==> config.mk <==
export PLATFORM = sky130hd
export DESIGN_NAME = uart_rx_ctrl_flat
export DESIGN_NICKNAME = d
export VERILOG_FILES = /design/src/rtl/uart_rx_ctrl_if.sv /design/src/rtl/uart_rx_ctrl.sv /design/src/flat_wrapper.sv
export SDC_FILE = /design/constraint.sdc
export NUM_CORES = 1
export LEC_CHECK = 0
export CAP_MARGIN = 20
export CORE_MARGIN = 1.5
export CORE_UTILIZATION = 35
export CTS_BUF_LIST = sky130_fd_sc_hd__clkbuf_16
export CTS_CLUSTER_DIAMETER = 150
export DETAILED_ROUTE_END_ITERATION = 8
export HOLD_SLACK_MARGIN = 0.12
export PLACE_DENSITY = 0.55
export SLEW_MARGIN = 40
export SYNTH_ARGS = -nofsm -noshare
export SYNTH_HDL_FRONTEND = slang
export SYNTH_SLANG_ARGS = --single-unit
==> constraint.sdc <==
create_clock -name clk -period 3.3 [get_ports clk]
set_input_delay 0.495 -clock clk [delete_from_list [all_inputs] [get_ports clk]]
set_output_delay 0.495 -clock clk [all_outputs]
set_load 0.03 [all_outputs]
==> src/rtl/uart_rx_ctrl_if.sv <==
// Bundle of configuration, receiver-side and consumer-side signals of uart_rx_ctrl.
// The controller connects through the slave modport, and whatever drives it connects through the master modport.
interface uart_rx_ctrl_if #(
    parameter int DivWidth = 16,
    parameter int Depth    = 4
);
    localparam int LvlW = $clog2(Depth) + 1;

    logic                cfgWr;
    logic [DivWidth-1:0] cfgDiv;
    logic                enable;
    logic                rxEn;
    logic                rxDone;
    logic                rxErr;
    logic [7:0]          rxData;
    logic [7:0]          outData;
    logic                outValid;
    logic                outReady;
    logic [LvlW-1:0]     level;
    logic                overrun;
    logic [7:0]          errCount;
    logic                clrStatus;

    modport master (
        output cfgWr, cfgDiv, enable, rxDone, rxErr, rxData, outReady, clrStatus,
        input  rxEn, outData, outValid, level, overrun, errCount
    );

    modport slave (
        input  cfgWr, cfgDiv, enable, rxDone, rxErr, rxData, outReady, clrStatus,
        output rxEn, outData, outValid, level, overrun, errCount
    );
endinterface

==> src/rtl/uart_rx_ctrl.sv <==
// UART receive controller: baud tick generator for an oversampling receiver,
// strobe qualification, receive FIFO and sticky status.
module uart_rx_ctrl #(
    parameter int Oversample = 16,
    parameter int DivWidth   = 16,
    parameter int Depth      = 4,
    parameter int DivReset   = 1
) (
    input  logic            clk,
    input  logic            reset,
    uart_rx_ctrl_if.slave   bus
);
    localparam int PtrW = $clog2(Depth);
    localparam int LvlW = PtrW + 1;

    localparam logic [0:0] ST_OFF = 1'b0;
    localparam logic [0:0] ST_RUN = 1'b1;

    localparam logic [DivWidth-1:0] DIV_ZERO = {DivWidth{1'b0}};
    localparam logic [DivWidth-1:0] DIV_ONE  = DivWidth'(1'b1);
    localparam logic [DivWidth-1:0] DIV_RST  = DivWidth'(DivReset);
    localparam logic [LvlW-1:0]     LVL_ZERO = {LvlW{1'b0}};
    localparam logic [LvlW-1:0]     LVL_ONE  = LvlW'(1'b1);
    localparam logic [LvlW-1:0]     LVL_FULL = LvlW'(Depth);
    localparam logic [PtrW-1:0]     PTR_ONE  = PtrW'(1'b1);
    localparam logic [7:0]          ERR_MAX  = 8'hFF;

    generate
        if (Oversample < 2 || Depth < 2 || (Depth & (Depth - 1)) != 0 || DivReset < 1) begin : g_bad_param
            $error("uart_rx_ctrl: illegal parameter set");
        end
    endgenerate

    // A zero divisor would stall the tick counter, so it is stored as 1.
    function automatic logic [DivWidth-1:0] f_clamp_div(input logic [DivWidth-1:0] div);
        return (div == DIV_ZERO) ? DIV_ONE : div;
    endfunction

    logic [0:0]          r_state;
    logic [DivWidth-1:0] r_div;
    logic [DivWidth-1:0] r_cnt;
    logic [7:0]          r_mem [Depth];
    logic [PtrW-1:0]     r_wptr;
    logic [PtrW-1:0]     r_rptr;
    logic [LvlW-1:0]     r_level;
    logic                r_overrun;
    logic [7:0]          r_errcnt;

    logic [DivWidth-1:0] w_new_div;
    logic                w_tick;
    logic                w_push;
    logic                w_err;
    logic                w_pop;
    logic                w_full;
    logic                w_accept;
    logic                w_drop;

    // Tick decode, strobe qualification and FIFO handshake decisions.
    always_comb begin
        w_new_div = f_clamp_div(bus.cfgDiv);
        w_tick    = (r_state == ST_RUN) && (r_cnt == DIV_ZERO) && !bus.cfgWr;
        w_push    = w_tick && bus.rxDone;
        w_err     = w_tick && bus.rxErr;
        w_pop     = (r_level != LVL_ZERO) && bus.outReady;
        w_full    = (r_level == LVL_FULL);
        w_accept  = w_push && (!w_full || w_pop);
        w_drop    = w_push && w_full && !w_pop;
    end

    // Run state, divisor register and tick counter.
    always_ff @(posedge clk or posedge reset) begin
        if (reset) begin
            r_state <= ST_OFF;
            r_div   <= DIV_RST;
            r_cnt   <= DIV_RST - DIV_ONE;
        end else begin
            r_state <= bus.enable ? ST_RUN : ST_OFF;
            if (bus.cfgWr) begin
                r_div <= w_new_div;
                r_cnt <= w_new_div - DIV_ONE;
            end else if (r_state == ST_OFF) begin
                r_cnt <= r_div - DIV_ONE;
            end else if (r_cnt == DIV_ZERO) begin
                r_cnt <= r_div - DIV_ONE;
            end else begin
                r_cnt <= r_cnt - DIV_ONE;
            end
        end
    end

    // Receive FIFO storage, pointers and occupancy.
    always_ff @(posedge clk or posedge reset) begin
        if (reset) begin
            for (int i = 0; i < Depth; i++) begin
                r_mem[i] <= 8'h00;
            end
            r_wptr  <= {PtrW{1'b0}};
            r_rptr  <= {PtrW{1'b0}};
            r_level <= LVL_ZERO;
        end else begin
            if (w_accept) begin
                r_mem[r_wptr] <= bus.rxData;
                r_wptr        <= r_wptr + PTR_ONE;
            end
            if (w_pop) begin
                r_rptr <= r_rptr + PTR_ONE;
            end
            case ({w_accept, w_pop})
                2'b10:   r_level <= r_level + LVL_ONE;
                2'b01:   r_level <= r_level - LVL_ONE;
                default: r_level <= r_level;
            endcase
        end
    end

    // Sticky overrun flag and saturating framing-error count; clear wins.
    always_ff @(posedge clk or posedge reset) begin
        if (reset) begin
            r_overrun <= 1'b0;
            r_errcnt  <= 8'h00;
        end else if (bus.clrStatus) begin
            r_overrun <= 1'b0;
            r_errcnt  <= 8'h00;
        end else begin
            if (w_drop) begin
                r_overrun <= 1'b1;
            end
            if (w_err && (r_errcnt != ERR_MAX)) begin
                r_errcnt <= r_errcnt + 8'h01;
            end
        end
    end

    assign bus.rxEn     = w_tick;
    assign bus.outData  = r_mem[r_rptr];
    assign bus.outValid = (r_level != LVL_ZERO);
    assign bus.level    = r_level;
    assign bus.overrun  = r_overrun;
    assign bus.errCount = r_errcnt;
endmodule

==> src/flat_wrapper.sv <==
// flat-port wrapper written by rule: the top's interface ports become plain ports
module uart_rx_ctrl_flat 
#(
    parameter int Oversample = 16,
    parameter int DivWidth   = 16,
    parameter int Depth      = 4,
    parameter int DivReset   = 1
)
  (clk, reset, bus_cfgWr, bus_cfgDiv, bus_enable, bus_rxDone, bus_rxErr, bus_rxData, bus_outReady, bus_clrStatus, bus_rxEn, bus_outData, bus_outValid, bus_level, bus_overrun, bus_errCount);
  uart_rx_ctrl_if #(.DivWidth(DivWidth), .Depth(Depth)) bus_i ();
  input  logic clk;
  input  logic reset;
  input wire logic [$bits(bus_i.cfgWr)-1:0] bus_cfgWr;
  input wire logic [$bits(bus_i.cfgDiv)-1:0] bus_cfgDiv;
  input wire logic [$bits(bus_i.enable)-1:0] bus_enable;
  input wire logic [$bits(bus_i.rxDone)-1:0] bus_rxDone;
  input wire logic [$bits(bus_i.rxErr)-1:0] bus_rxErr;
  input wire logic [$bits(bus_i.rxData)-1:0] bus_rxData;
  input wire logic [$bits(bus_i.outReady)-1:0] bus_outReady;
  input wire logic [$bits(bus_i.clrStatus)-1:0] bus_clrStatus;
  output wire logic [$bits(bus_i.rxEn)-1:0] bus_rxEn;
  output wire logic [$bits(bus_i.outData)-1:0] bus_outData;
  output wire logic [$bits(bus_i.outValid)-1:0] bus_outValid;
  output wire logic [$bits(bus_i.level)-1:0] bus_level;
  output wire logic [$bits(bus_i.overrun)-1:0] bus_overrun;
  output wire logic [$bits(bus_i.errCount)-1:0] bus_errCount;
  assign bus_i.cfgWr = bus_cfgWr;
  assign bus_i.cfgDiv = bus_cfgDiv;
  assign bus_i.enable = bus_enable;
  assign bus_i.rxDone = bus_rxDone;
  assign bus_i.rxErr = bus_rxErr;
  assign bus_i.rxData = bus_rxData;
  assign bus_i.outReady = bus_outReady;
  assign bus_i.clrStatus = bus_clrStatus;
  assign bus_rxEn = bus_i.rxEn;
  assign bus_outData = bus_i.outData;
  assign bus_outValid = bus_i.outValid;
  assign bus_level = bus_i.level;
  assign bus_overrun = bus_i.overrun;
  assign bus_errCount = bus_i.errCount;
  uart_rx_ctrl #(.Oversample(Oversample), .DivWidth(DivWidth), .Depth(Depth), .DivReset(DivReset)) u_core (.clk(clk), .reset(reset), .bus(bus_i));
endmodule
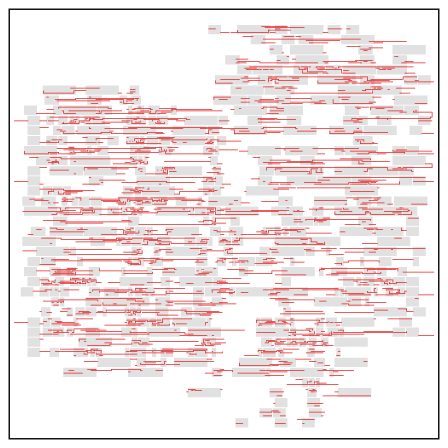
layer_met1.png
Cells faint in the background.
main direction: horizontal
share of all routed wire: 47%
wire length on this layer: 4540 um
longest straight run: 32.7 um
nets with wire on the layer: 451

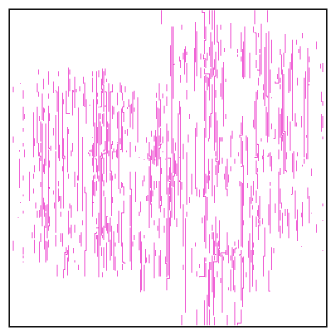
layer_met2.png
nets with wire on the layer: 423
wire length on this layer: 4630 um
GR met2 Demand/Resource: 0.2611
routed vias: 3172
Routed WL: 9.670 mm

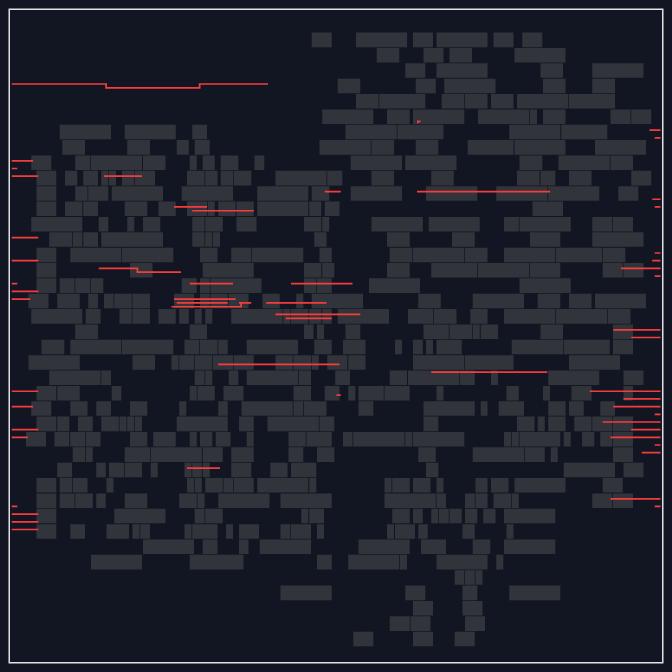
layer_met3.png
Cells faint in the background.
share of all routed wire: 4.0%
longest straight run: 23.2 um
wire length on this layer: 386 um
nets with wire on the layer: 50

==> flow_metrics.env <==
# implementation run metrics
export IMPL_cts_tree="done"
export IMPL_p_leak_nw=2.390
export IMPL_fin_tns_setup_ns=0
export IMPL_min_period_ns=2.869
export IMPL_antenna_found_initial=0
export IMPL_status="completed"
export IMPL_ff2ff_path_depth=10
export IMPL_cts_reportedPaths_clkPinSlew_ns=0.06
export IMPL_hold_path_class="reg -> reg"
export IMPL_synthAdderAreaFrac=0.03280
export IMPL_crit_arrival_ns=3.10
export IMPL_grtUsageTotal=0.1599
export IMPL_crit_required_ns=3.53
export IMPL_min_delay_path_depth=1
export IMPL_gp_congestion=0.8234
export IMPL_numCtsBuffers=9
export IMPL_dp_hpwl_mm=7.017
export IMPL_grt_first_pass_wirelength_mm=16.54
export IMPL_synth_seq_share=0.4583
export IMPL_finalSetupViolations=0
export IMPL_die_h_um=115.4
export IMPL_htree_levels=3
export IMPL_hold_buffers=0
export IMPL_yosys_warnings=0
export IMPL_top_cell="dfrtp_1"
export IMPL_ir_drop_mv=0.4125
export IMPL_fp_nets=426
export IMPL_clock_root_buffer="clkbuf_16"
export IMPL_final_setup_skew_ns=0.009181
export IMPL_warnings=30
export IMPL_grt_pass1_vias=3345
-- routing by layer --
layer  track usage  up-vias  part of all wire
met5             0        -                 0
met4       0.04938        0             0.012
met3       0.03975        8             0.040
met2        0.2611       72              0.48
met1        0.2103     1554              0.47
li1              -     1538                 -
-- power groups by stage --
stage	Combinational, mW	Sequential (mW)	Clock, mW
final	0.504	1.20	1.00
after global routing	0.555	1.23	1.07
after CTS	0.511	1.20	1.03
after detailed placement	0.508	1.22	0
after global placement	0.502	1.22	0
after floorplan	0.344	1.18	0
-- per-stage QoR --
step / power, mW / instance area [um^2] / instances
2_1_floorplan: 1.528 / 4425 / 383
3_3_place_gp: 1.724 / 5278 / 613
3_5_place_dp: 1.731 / 5278 / 613
4_1_cts: 2.748 / 5573 / 629
5_1_grt: 2.850 / 5573 / 629
6_report: 2.707 / 5573 / 629
-- area by class of cell --
cell class                 count  area (um^2)  share of cell area
clock buffer                   9        225.2             0.04041
clock inverter                 7        70.07             0.01257
inverter                      15        57.56             0.01033
multi-input combinational    274         2288              0.4106
sequential                    81         2028              0.3639
tap                          168        210.2             0.03772
timing repair buffer          75        693.2              0.1244
-- kinds of logic (layout without fill, tap and decap cells) --
family | Yosys count | in the layout
AND-OR/OR-AND | 38 | 38
XOR/XNOR | 45 | 45
adder cells (fa/ha/maj) | 11 | 11
buffers and inverters | 28 | 106
flip-flops | 81 | 81
multiplexers | 66 | 66
AND/OR/NAND/NOR | 114 | 114
-- critical path: stages, from the launching register on --
cell     delay [ns]
dfrtp_1        0.42
or4_4          0.59
or4_4          0.61
nor4b_4        0.25
inv_1          0.07
ha_1           0.22
inv_1          0.07
fa_1           0.17
xor2_1         0.14
nor2_1         0.06
xor2_1         0.14
Power is estimated from default activity; no workload was simulated.
